## src/rtl/shift_add_mult_ctrl.sv

```systemverilog
// Control FSM for an N-bit shift/add multiplier: sequences load, N add/shift
// iterations and a one-cycle done pulse while the product is held.
module shift_add_mult_ctrl #(
   parameter int N = 4
) (
   input  logic clk,
   input  logic rst_n,
   input  logic start,
   input  logic A0,
   output logic LOAD_A,
   output logic LOAD_B,
   output logic init_P,
   output logic LOAD_P,
   output logic SHIFT_A,
   output logic select,
   output logic busy,
   output logic done
);

   localparam int CW = (N > 1) ? $clog2(N) : 1;
   localparam logic [CW-1:0] LAST = CW'(N - 1);

   typedef enum logic [1:0] {IDLE, LOAD, CALC, DONE} state_t;

   state_t          state;
   logic [CW-1:0]   cnt;
   logic            calc;

   // Only the adder select follows A0 combinationally; everything else is registered.
   assign select = calc & A0;

   always_ff @(posedge clk or negedge rst_n) begin
      if (!rst_n) begin
         state   <= IDLE;
         cnt     <= '0;
         calc    <= 1'b0;
         LOAD_A  <= 1'b0;
         LOAD_B  <= 1'b0;
         init_P  <= 1'b0;
         LOAD_P  <= 1'b0;
         SHIFT_A <= 1'b0;
         busy    <= 1'b0;
         done    <= 1'b0;
      end else begin
         case (state)
            IDLE: begin
               if (start) begin
                  state  <= LOAD;
                  LOAD_A <= 1'b1;
                  LOAD_B <= 1'b1;
                  init_P <= 1'b1;
                  busy   <= 1'b1;
               end
            end
            LOAD: begin
               state   <= CALC;
               cnt     <= '0;
               LOAD_A  <= 1'b0;
               LOAD_B  <= 1'b0;
               init_P  <= 1'b0;
               LOAD_P  <= 1'b1;
               SHIFT_A <= 1'b1;
               calc    <= 1'b1;
            end
            CALC: begin
               // Counter holds at N-1 on exit so it never wraps.
               if (cnt == LAST) begin
                  state   <= DONE;
                  LOAD_P  <= 1'b0;
                  SHIFT_A <= 1'b0;
                  calc    <= 1'b0;
                  busy    <= 1'b0;
                  done    <= 1'b1;
               end else begin
                  cnt <= cnt + 1'b1;
               end
            end
            DONE: begin
               state <= IDLE;
               done  <= 1'b0;
            end
            default: begin
               state <= IDLE;
            end
         endcase
      end
   end

endmodule

```

## config.mk

```make
export PLATFORM = sky130hd
export DESIGN_NAME = shift_add_mult_ctrl
export DESIGN_NICKNAME = d
export VERILOG_FILES = /design/src/rtl/shift_add_mult_ctrl.sv
export SDC_FILE = /design/constraint.sdc
export NUM_CORES = 1
export LEC_CHECK = 0
export CORE_AREA = 2 2 39 41
export DETAILED_ROUTE_END_ITERATION = 6
export DIE_AREA = 0 0 41 43
export DONT_BUFFER_PORTS = 1
export GPL_ROUTABILITY_DRIVEN = 0
export GPL_TIMING_DRIVEN = 1
export PLACE_DENSITY = 0.65
export SETUP_SLACK_MARGIN = 0.05
export SLEW_MARGIN = 30
export SYNTH_ARGS = -nofsm -noshare
export SYNTH_HDL_FRONTEND = slang
export SYNTH_SLANG_ARGS = --single-unit
```

## constraint.sdc

```tcl
create_clock -name clk -period 3.5 [get_ports clk]
set_input_delay 0.7 -clock clk [delete_from_list [all_inputs] [get_ports clk]]
set_output_delay 0.7 -clock clk [all_outputs]
set_load 0.02 [all_outputs]
```

==> run_1/final_placement.png <==
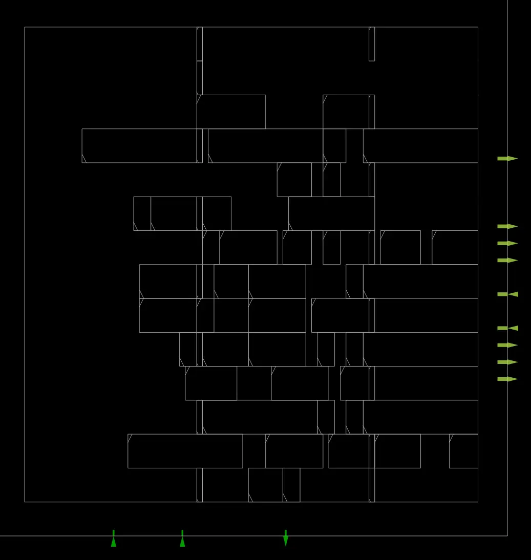
fillers: 129
sequential cells: 8
# rows: 14

==> run_1/met3.png <==
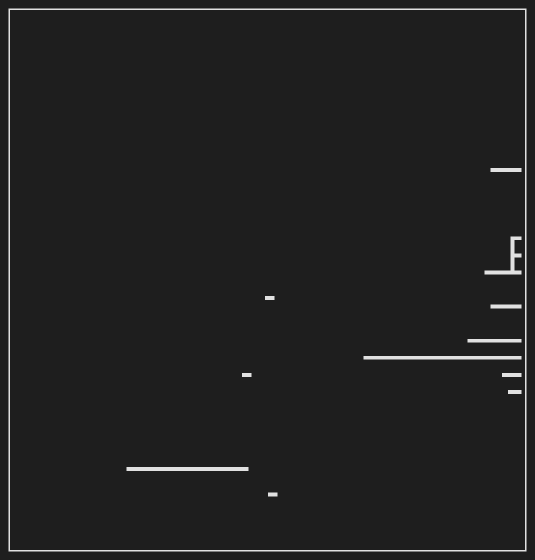
- main direction: horizontal
- nets with wire on the layer: 8
- wire length on this layer: 39.5 um
- share of all routed wire: 5.1%
M3 GR Usage: 0.0366
Post-Route WL: 774 um
via count: 318

==> Changelog: implementation, run 1 <==
### Physical design

- Bufs w/o clock: 0
- Chip height: 43 um
- Routing usage on met2: 0.178
- PortBufs: 0
- Initial antenna violation count: 0
- Area Overhead vs Synth: 3.83%
- Finished Core Util: 0.392
- Setup Fix Bufs, Post-CTS: 0
- Nets@finish: 61
- OpenROAD warning count: 32
- Syn Inst Count: 47
- Yosys chip area: 523 um2
- GRT overflow: 0
- Leading cell kind: multi-input combinational cells
- Cell count along the critical path: 1
- Status: complete, no violations
- P_leak: 0.283 nW
- Hold Worst Slack: 0.139 ns
- Seq. pwr: 0.196 mW
- Buf+Inv Stages, Crit Path: 0
- Register share of total power: 0.419
- Critical path origin: calc
- CP arrival: 1.17 ns
- CTS max path bufs: 2
- Area share of fa/ha/maj cells after synthesis: 0.191
- Combinational Power Share: 0.430
- Max incr delay on CP: 0.61 ns
- CP top delay family: flip-flops
- Max cap viols: 0
- Ant diodes: 0
- Fmax: 0.533 GHz
- Yosys reg bits: 8
- First DRT Iteration DRCs: 4
- Comb gates: 28
- Worst Setup EP: select
- Die Wd: 41 um
- Crit-path max FO: 5
- Met3 routed WL: 39 um
- VDD IR max: 238 uV
- Fin. max-slew vios: 0
- Footprint of the multi-input gates: 270 um2
- Yosys aoi share: 0.115
- Vias in the first global route: 327
- Mapped Nets: 59
- Final hold vios: 0
- Rel. slew slack: 0.615
- Sw power: 0.205 mW
- HP Class: in2async
- Detailed-route DRC error count: 0
- Overall Power: 0.469 mW
- Worst-Margin Slew: 0.577 ns
- Simple-gate area share of the yosys netlist: 0.0646
- Largest regs: cnt: 2 flops, state: 2 flops
- Initial Utilization: 0.378
- Clk tree area frac: 0.0415
- PD cells: 864 nW/um2
- H-tree levels: 1
- Crit Reg-Reg Endpoint: state[1]
- Drt pass-1 iters: 3
- Pint: 0.264 mW
- Number of non-clock inverters: 8
- Non-clock buffering overhead: 0
- CTS Hold Bufs: 0
- Met1 Wirelength: 328 um
- Top cells by area: dfrtp_1, ha_1, mux2i_1
- RSZ-0062 raised after global routing: false
==> run_1/clock_map.png <==
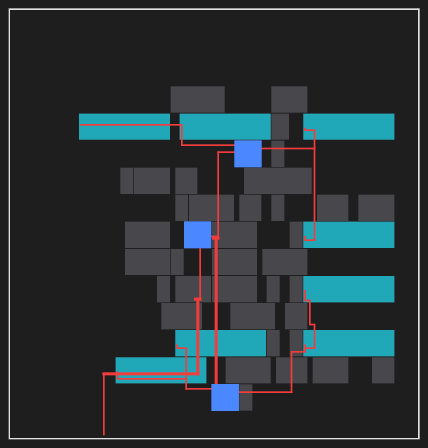
- clock wires: red (length 133 um)
- cells driving clock nets: blue (count 3)
- flip-flops: cyan (count 8)
- routed clock nets: 4
Clock power frac: 0.151
Clk power: 0.0709 mW
clk_lat worst skew: 0.25 ns
clock skew after layout: 0.000172 ns

run 1: through the flow:
| stage | instances | setup slack [ns] | cell area (um2) |
|---|---|---|---|
| 6_report | 63 | 1.63 | 543 |
| 5_1_grt | 63 | 1.52 | 543 |
| 4_1_cts | 63 | 1.61 | 543 |
| 3_5_place_dp | 60 | 1.88 | 520 |
| 3_3_place_gp | 60 | 1.88 | 520 |
| 2_1_floorplan | 47 | 1.89 | 523 |
run 1: Yosys cell counts:
master	instances
and2_1	1
dfrtp_1	8
mux2i_1	5
o21ai_0	1
o22ai_2	1
nand2_2	1
o22ai_1	1
mux2_4	1
inv_1	6
nor2_1	2
inv_2	2
o2bb2ai_1	2
ha_1	8
buf_4	3
mux2_1	1
a21boi_4	1
nand2_1	2
nor2b_1	1
--- run 2 (diff from run 1) ---
==> constraint.sdc (replaced) <==
create_clock -name clk -period 1.8 [get_ports clk]
set_input_delay 0.36 -clock clk [delete_from_list [all_inputs] [get_ports clk]]
set_output_delay 0.36 -clock clk [all_outputs]
set_load 0.02 [all_outputs]
==> run_2/clock_map.png <==
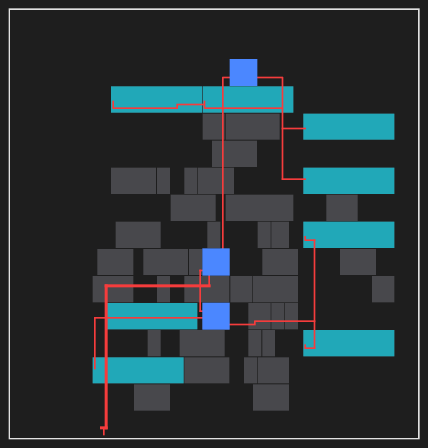
- cells driving clock nets: blue (count 3)
- clock wires: red (length 132 um)
- flip-flops: cyan (count 8)
- routed clock nets: 4
clock skew after layout: 0.000492 ns
Clock power frac: 0.148
Clk power: 0.137 mW

==> run 2 against run 1 <==
Count of clock-buffer cells in the layout stayed put. Global-route usage rose by 0.41 points. Highest routed layer unchanged. Largest power group unchanged. Critical path depth stayed put. Wire length up 6.5%. Register-to-register slack worse by 1.7 ns. Area after synthesis stayed put. Largest cell class unchanged. Hold slack better by 0.19 ns. Sequential power grew 96%. Non-clock buffer count up 1. Final area grew 1.8%.
==> Changelog: implementation, run 2 <==
### Physical design

- FF+latch area: 200 um2
- Main flop type: dfrtp_1
- Crit-path max FO: 5
- R2R Path Start: state[0]
- Post-Route WL: 824 um
- Yosys reg bits: 8
- Vias/cell: 4.80
- Crit Reg-Reg Endpoint: state[1]
- Mapped Nets: 59
- Area Overhead vs Synth: 5.74%
- Comb pwr: 0.407 mW
- Syn Inst Count: 47
- Overall Power: 0.927 mW
- Worst-Margin Slew: 0.580 ns
- Switching part of the total: 0.442
- Final worst path period need: 1.52 ns
- Sw power: 0.410 mW
- Status: complete, no violations
- Hold_sp: start
- Yosys warnings: 0
- Final Worst Setup Slack: 0.275 ns
- Ant diodes: 0
- Vias in the first global route: 321
- CTS buffer count: 3
- Cell taking the most area after synthesis: dfrtp_1
- Worst Setup EP: select
- Top Ports: 12
- HP Class: in2reg
- Largest regs: cnt: 2 flops, state: 2 flops
- Drt pass-1 iters: 4
- Initial Utilization: 0.378
- Post-synthesis cell type count: 18
- Setup Fix Bufs, Post-CTS: 0
- Proportion of layout cells with a drive suffix above 1: 0.188
- Via count: 307
- First-pass GRT wire length: 1360 um
- ANT nets after route: 0
- Top Layout Cells: ha_1, dfrtp_1, inv_1
- Cell Chain, Critical Path: and2_1
- Final hold vios: 0
- First DRT Iteration DRCs: 1
- Ys async rst share: 1.00
- Register share of total power: 0.414
- Setup slack, reg-to-reg: 0.32 ns
- Gr usage total: 0.122
- CTS max path bufs: 2
- Clk pin slew, worst setup/hold paths: 0.05 ns
- Tcrit/Tclk final: 0.847
- Top cells by area: dfrtp_1, ha_1, mux2i_1
- Crit. End Element: output pin
- Worst Setup Path Type: reg2out
- H-tree levels: 1
- CTS Hold Bufs: 1
- Cell count along the critical path: 1
- PD cells: 1680 nW/um2
- Rel. slew slack: 0.613
- Initial antenna violation count: 0
- Syn avg cell area: 11.1 um2
- PortBufs: 0
- Hold Worst Slack: 0.334 ns
- CP arrival: 1.16 ns
- DP Cell Count: 60
- Footprint of the multi-input gates: 270 um2
- Buf+Inv Stages, Crit Path: 0
- Seq share, synth: 0.383
- Placed Area: 520 um2
- Max incr delay on CP: 0.61 ns
- RSZ-0062 raised after global routing: false
- P_leak: 0.288 nW
- Chip height: 43 um
- OpenROAD warning count: 32
- Seq. pwr: 0.384 mW
- Clk_lat worst skew: 0.25 ns
- PostCTS Resize Cnt: 0
- GRT overflow: 0
- Fmax: 0.656 GHz
- Chip Area: 1760 um2
- Finished Core Util: 0.400
- CTS tree: built
- Total negative slack: 0 ns
- VDD IR max: 580 uV
- Top cell area share: 0.383
- Die Wd: 41 um
- CP max stage cell: dfrtp_1
- Post-synth EDFFs: 0
- Nets@finish: 62
- Final setup fails: 0
- Routed WL per cell: 12.9 um
- Fin. max-slew vios: 0
- Worst hold path cell count: 2
- Synth top cells by count: dfrtp_1, ha_1, inv_1
- # clock sinks: 8
- Pint: 0.518 mW
- CP top delay family: flip-flops
- Post-route cell area: 553 um2
- Pwr top: combinational cells
- Setup crit start kind: register
- Detailed-route DRC error count: 0
- Worst Reg-to-Reg Cells: 5
- Critical path origin: calc
- Data required time of the worst path: 1.44 ns
- Mapped Area: 523 um2
- Combinational Power Share: 0.438
- Yosys Instances: 47
- Largest net degree at the start of global routing: 9
- Worst Hold Path EP: init_P
- DP HPWL: 693 um
- Root Driver: clkbuf_4
- Max cap viols: 0
- Dpl ws: 0.317 ns
- Yosys chip area: 523 um2
- # rows: 14
==> run_2/final_placement.png <==
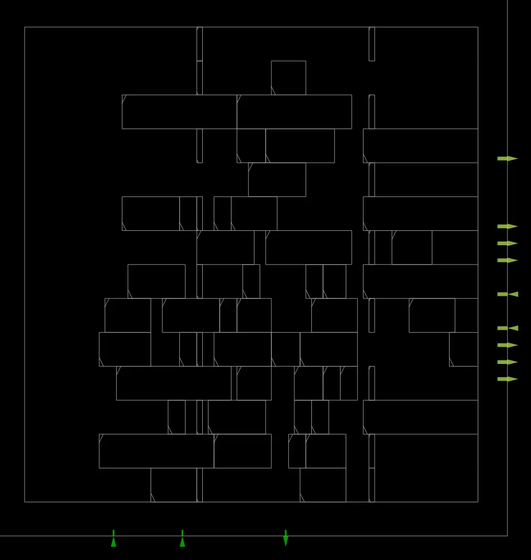
total core area: 1380 um2
final std cells w/o fill: 64
fillers: 141
Seq/total area: 0.362

## run 2: cell counts after synthesis
Identical to the previous run, type by type.
## run 2: cells by family after synthesis
kind of cell / share of synthesized area
AOI/OAI and AO/OA: 0.115
adders and majority gates: 0.191
buffers and inverters: 0.100
DFF: 0.383
muxes: 0.146
and+or+nand+nor: 0.0646
## run 2: routing by layer
layer  GRT usage  wire (um)  vias up  share of wire
met5           0          0        -              0
met4       0.120         14        0          0.017
met3      0.0314         34        2          0.041
met2       0.181        413        9           0.50
met1       0.127        361      141           0.44
li1            -          -      155              -
## run 2: cell type report
| class | count | area share |
|---|---|---|
| flip-flops and latches | 8 | 0.362 |
| clock buffers | 3 | 0.0407 |
| multi-input cells | 28 | 0.489 |
| well taps | 16 | 0.0362 |
| repair buffers | 1 | 0.0181 |
| inverters | 8 | 0.0543 |
Power and IR drop assume default switching activity.
